Run 1, M4 wires:
Scale bar: 50 um.
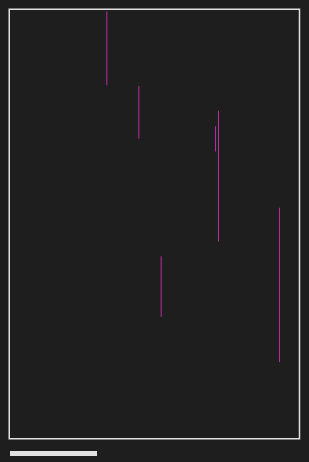
Run 1, sizing map:
Scale bar: 50 um.
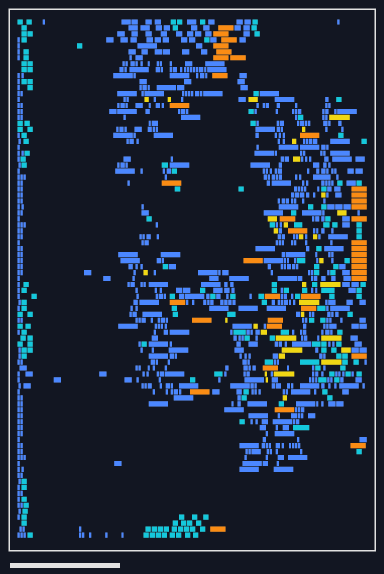
Run 1, I/O pins on the die edge:
Pins as bars across the die edge, other pins in grey.
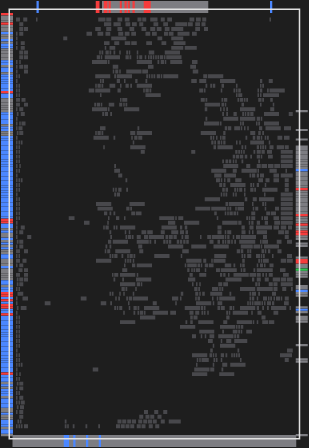
Design axis_probe_master, sky130hd; sources not shown.
==> impl_metrics.py, run 1 <==
# Flow results
metrics = {
    "synth": {
        "numSynthFlops": 86,
        "synth-edff-count": 0,
        "largest_area_cell": "dfrtp_1",
        "ys_cells": 867,
    },
    "setup_path": {
        "r2r_cells": 10,
        "cp_slowest_stage_delay_ps": 840,
        "path_cells": "clkdlybuf4s50_1",
        "path_class": "reg2out",
    },
    "run_status": {
        "outcome": "complete, no violations",
    },
    "cells_and_area": {
        "layout_top_cells": "nand2_1 (192), buf_4 (156), conb_1 (128), nor2_1 (83), dfrtp_1 (78)",
        "fill_cells": 4101,
        "layout-drive-gt1-share_pct": 23.77,
        "seq_area_mm2": 0.002162,
        "finalNonFillerCells": 1527,
        "logic_area_mm2": 0.002853,
        "final_common_cell": "nand2_1",
    },
    "die": {
        "num_rows": 87,
        "io_pins": 495,
        "die-area_mm2": 0.04089,
    },
    "timing": {
        "setup_viol": 0,
        "hold_viol": 0,
        "period_used_pct": 98.05,
        "slew_viol_final": 0,
        "setup-tns-final_ps": 0,
        "worst_pin_slew_ps": 535.3,
    },
    "global_route": {
        "grt_pass1_vias": 5129,
        "grt_max_degree": 87,
        "grt.total_usage_pct": 10.37,
    },
    "power_and_ir_drop": {
        "p_leak_nw": 4.204,
        "p_comb_share_pct": 71.6,
        "p_int_mw": 7.212,
        "p_sw_mw": 10.75,
        "p_clk_share_pct": 8.9,
        "power.density_mw_per_mm2": 2034,
    },
    "clock_network": {
        "clkSlewWorstSetupHoldPaths_ps": 60,
        "cts_sinks": 86,
        "cts_inserted_buffers": 9,
        "clockBufferDepth": 2,
        "cts_root_buffer": "clkbuf_16",
        "htreeDepth": 3,
    },
    "placement": {
        "place_inst": 1502,
        "place.detailed.hpwl_um": 17360,
        "place_congestion": 0.8165,
    },
    "min_path": {
        "whs_path_depth": 2,
    },
    "detailed_routing": {
        "drtIter0Drc": 261,
        "wl_per_cell_um": 14.25,
    },
    "job": {
        "warnings": 174,
    },
}
Back to the opening pictures, 'M4 wires':
wire length on this layer	284 um
nets with wire on the layer	4
longest straight run	88.4 um
main direction	vertical
share of all routed wire	1.3%
Via Count: 5702
routed wire length: 21760 um

Back to the opening pictures, 'sizing map':
size	colour	cells	share
drive 3 to 4	cyan	174	17%
drive 6 and up	orange	39	3.8%
drive 2	yellow	33	3.2%
drive 1 or less	blue	789	76%
P&R area growth vs syn: 35.06%
Final Cell Area: 0.008830 mm2
Final Worst Setup Slack: 38.92 ps
nonclk buf count: 286

Back to the opening pictures, 'I/O pins on the die edge':
port	colour	pins	direction	edge
seed	red	32	input	13 north, 12 west, 7 east
rx_checksum	blue	128	output	117 west, 6 south, 3 east, 2 north
start	green	1	input	east
die extent in y: 246.2 um
port bufs: 222
die width: 166.1 um

run 1: per-layer routing:
metal	global-route usage [%]	routed length (um)
met1	11.74	8471
met2	18.09	11100
met3	2.713	1906
met4	3.011	284
met5	-	0
run 1: final cells by class:
| class | instances | area share (%) |
|---|---|---|
| inverter | 55 | 2.381 |
| multi-input combinational | 592 | 32.31 |
| sequential | 86 | 24.49 |
| clock buffer | 10 | 2.593 |
| antenna | 3 | 0.08502 |
| tap | 489 | 6.929 |
| timing repair buffer | 286 | 30.78 |
| clock inverter | 6 | 0.4393 |
run 1: synthesized netlist by cell type, types with 2 or more instances:
master and number:
dfrtp_1 86, o21bai_1 2, nor2_4 4, xor2_1 10, nand4_1 14, nand2_2 8
inv_1 54, nor2_2 3, ha_1 6, o21ai_2 2, nor3_1 2, nor4_1 6
o21ai_0 27, o22ai_1 12, nor2_1 87, nand2_1 192, buf_4 244, or2_2 3
clkbuf_1 8, a21oi_1 5, nand3_1 39, buf_2 7, a31oi_1 31
run 1: timing repair:
item / in CTS / in global routing
hold buffers: 1 / 0
buffers inserted: 0 / 5
resized: 46 / 21
endpoints found under the hold margin: 86 / 0
endpoints found under the setup margin: 48 / 52
pin swaps: 0 / 15
run 1: power by group through the flow:
stage / Clock [mW] / Combinational (mW) / Sequential, mW
4_1_cts: 1.68 / 12.9 / 3.54
2_1_floorplan: 0 / 8.65 / 4.71
3_3_place_gp: 0 / 13.0 / 3.55
3_5_place_dp: 0 / 13.1 / 3.57
6_report: 1.60 / 12.9 / 3.49
5_1_grt: 1.74 / 13.5 / 3.68
run 1: through the flow:
step	utilization [%]	power, mW
final	23.38	17.96
after floorplan	-	13.36
after global routing	23.37	18.93
after detailed placement	22.36	16.65
after global placement	22.36	16.56
after CTS	23.03	18.10
run 1: cells by family (layout without fill, tap and decap cells):
kind of cell | Yosys count | count (layout) | synth area share, %
and+or+nand+nor | 363 | 363 | 24.10
buffers and inverters | 316 | 357 | 32.40
DFF | 86 | 86 | 32.92
AOI/OAI and AO/OA | 83 | 83 | 7.560
xor gates and xnor gates | 12 | 12 | 1.818
adders and majority gates | 6 | 6 | 1.148
other | 1 | 131 | 0.05736
==> run 2, diff against run 1 <==
- ABC_CLOCK_PERIOD_IN_PS: default -> 2000
Run 2, I/O pins on the die edge:
Pins as bars across the die edge, other pins in grey.
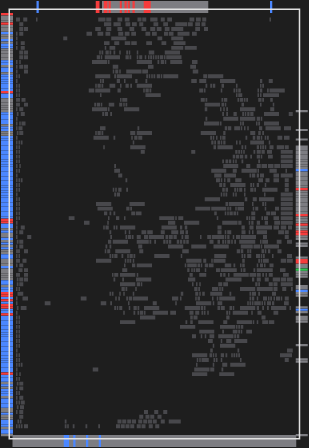
port	colour	pins	direction	edge
start	green	1	input	east
rx_checksum	blue	128	output	117 west, 6 south, 3 east, 2 north
seed	red	32	input	13 north, 12 west, 7 east

Run 2, clock wires, drivers and flops:
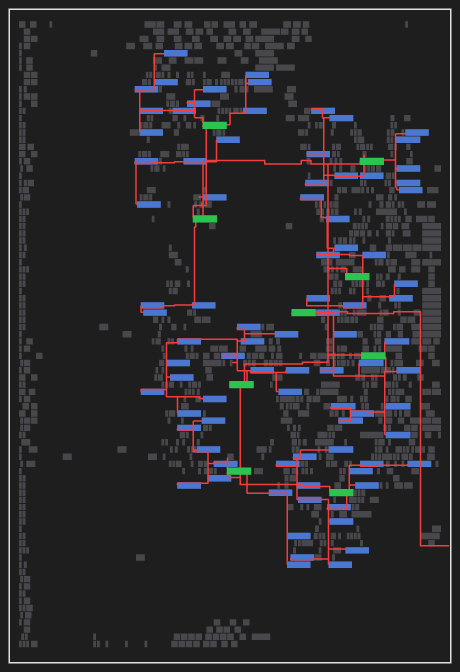
[clock wires] red | length: 1530 um
[flip-flops] blue | count: 86
[cells driving clock nets] green | count: 9
routed clock nets	10
clk pwr: 1.60 mW
Latency at later pin: 360 ps
share of total power in the clock network: 8.9%

==> impl_metrics.py, run 2 <==
# Flow results
metrics = {
    "run_status": {
        "outcome": "complete, no violations",
    },
    "global_route": {
        "grt.total_usage_pct": 10.37,
        "grt_max_degree": 87,
    },
    "detailed_routing": {
        "finalWirelength_um": 21760,
        "wl_per_cell_um": 14.25,
        "drtIter0Drc": 261,
    },
    "synth": {
        "synth-edff-count": 0,
        "most_common_cell": "buf_4",
        "ys_cells": 867,
        "largest_area_cell": "dfrtp_1",
        "numSynthFlops": 86,
    },
    "power_and_ir_drop": {
        "power.density_mw_per_mm2": 2034,
        "p_leak_nw": 4.204,
    },
    "timing": {
        "setup-tns-final_ps": 0,
        "hold_viol": 0,
        "slew_viol_final": 0,
        "worst_pin_slew_ps": 535.3,
    },
    "job": {
        "warnings": 174,
    },
    "setup_path": {
        "r2r_cells": 10,
        "path_cells": "clkdlybuf4s50_1",
        "path_class": "reg2out",
    },
    "cells_and_area": {
        "logic_area_mm2": 0.002853,
        "finalNonFillerCells": 1527,
        "fill_cells": 4101,
        "seq_area_mm2": 0.002162,
        "layout-drive-gt1-share_pct": 23.77,
    },
    "placement": {
        "place_inst": 1502,
        "place.detailed.hpwl_um": 17360,
        "io_buffers": 222,
    },
    "die": {
        "io_pins": 495,
        "die_x_um": 166.1,
    },
    "clock_network": {
        "cts_root_buffer": "clkbuf_16",
    },
}
Run 2, the clock network:
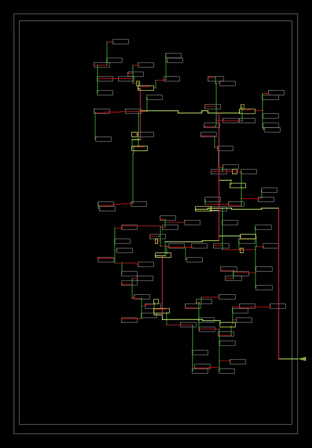
flop count: 86
Clock buffer cells: 10
TritonCTS Buffers: 9
clk sink count: 86

[run 2: timing repair]
action                                 in CTS  in global routing
setup endpoints to repair                  48                 52
buffers inserted                            0                  5
pin swaps                                   0                 15
resized                                    46                 21
hold buffers                                1                  0
endpoints found under the hold margin      86                  0
[run 2: through the flow]
| stage | total power, mW | setup slack [ps] | hold WS [ps] | utilization, % |
|---|---|---|---|---|
| final | 17.96 | 38.92 | 456.2 | 23.38 |
| after global routing | 18.93 | -63.24 | 475.3 | 23.37 |
| after CTS | 18.10 | 1.175 | 460.3 | 23.03 |
| after detailed placement | 16.65 | -428.1 | 351.1 | 22.36 |
| after global placement | 16.56 | -376.4 | 347.1 | 22.36 |
| after floorplan | 13.36 | -47.69 | -45.59 | - |
[run 2: layout make-up]
class / count / area share [%]
diodes: 3 / 0.08502
multi-input cells: 592 / 32.31
well taps: 489 / 6.929
clock buffers: 10 / 2.593
inverters: 55 / 2.381
flip-flops and latches: 86 / 24.49
clock inverters: 6 / 0.4393
repair buffers: 286 / 30.78
[run 2: per-layer routing]
metal  share of wire (%)  vias up  wire length, um  global-route usage [%]
met3                 8.8       16             1906                   2.713
met1                  39     2650             8471                   11.74
met4                 1.3        0              284                   3.011
met5                   0        -                0                       -
met2                  51      304            11100                   18.09
li1                    -     2732                -                       -
[run 2: kinds of logic (layout without fill, tap and decap cells)]
family / count (synthesis) / count (layout) / share of synthesized area [%]
AND-OR/OR-AND: 83 / 83 / 7.560
XOR/XNOR: 12 / 12 / 1.818
adder cells (fa/ha/maj): 6 / 6 / 1.148
buffers and inverters: 316 / 357 / 32.40
flip-flops: 86 / 86 / 32.92
other: 1 / 131 / 0.05736
AND/OR/NAND/NOR: 363 / 363 / 24.10
[run 2: power by group]
part / switching (mW) / internal [mW]
registers: 1.06 / 2.43
logic: 8.93 / 3.94
clock network: 0.762 / 0.838
Power is estimated from default activity; no workload was simulated.
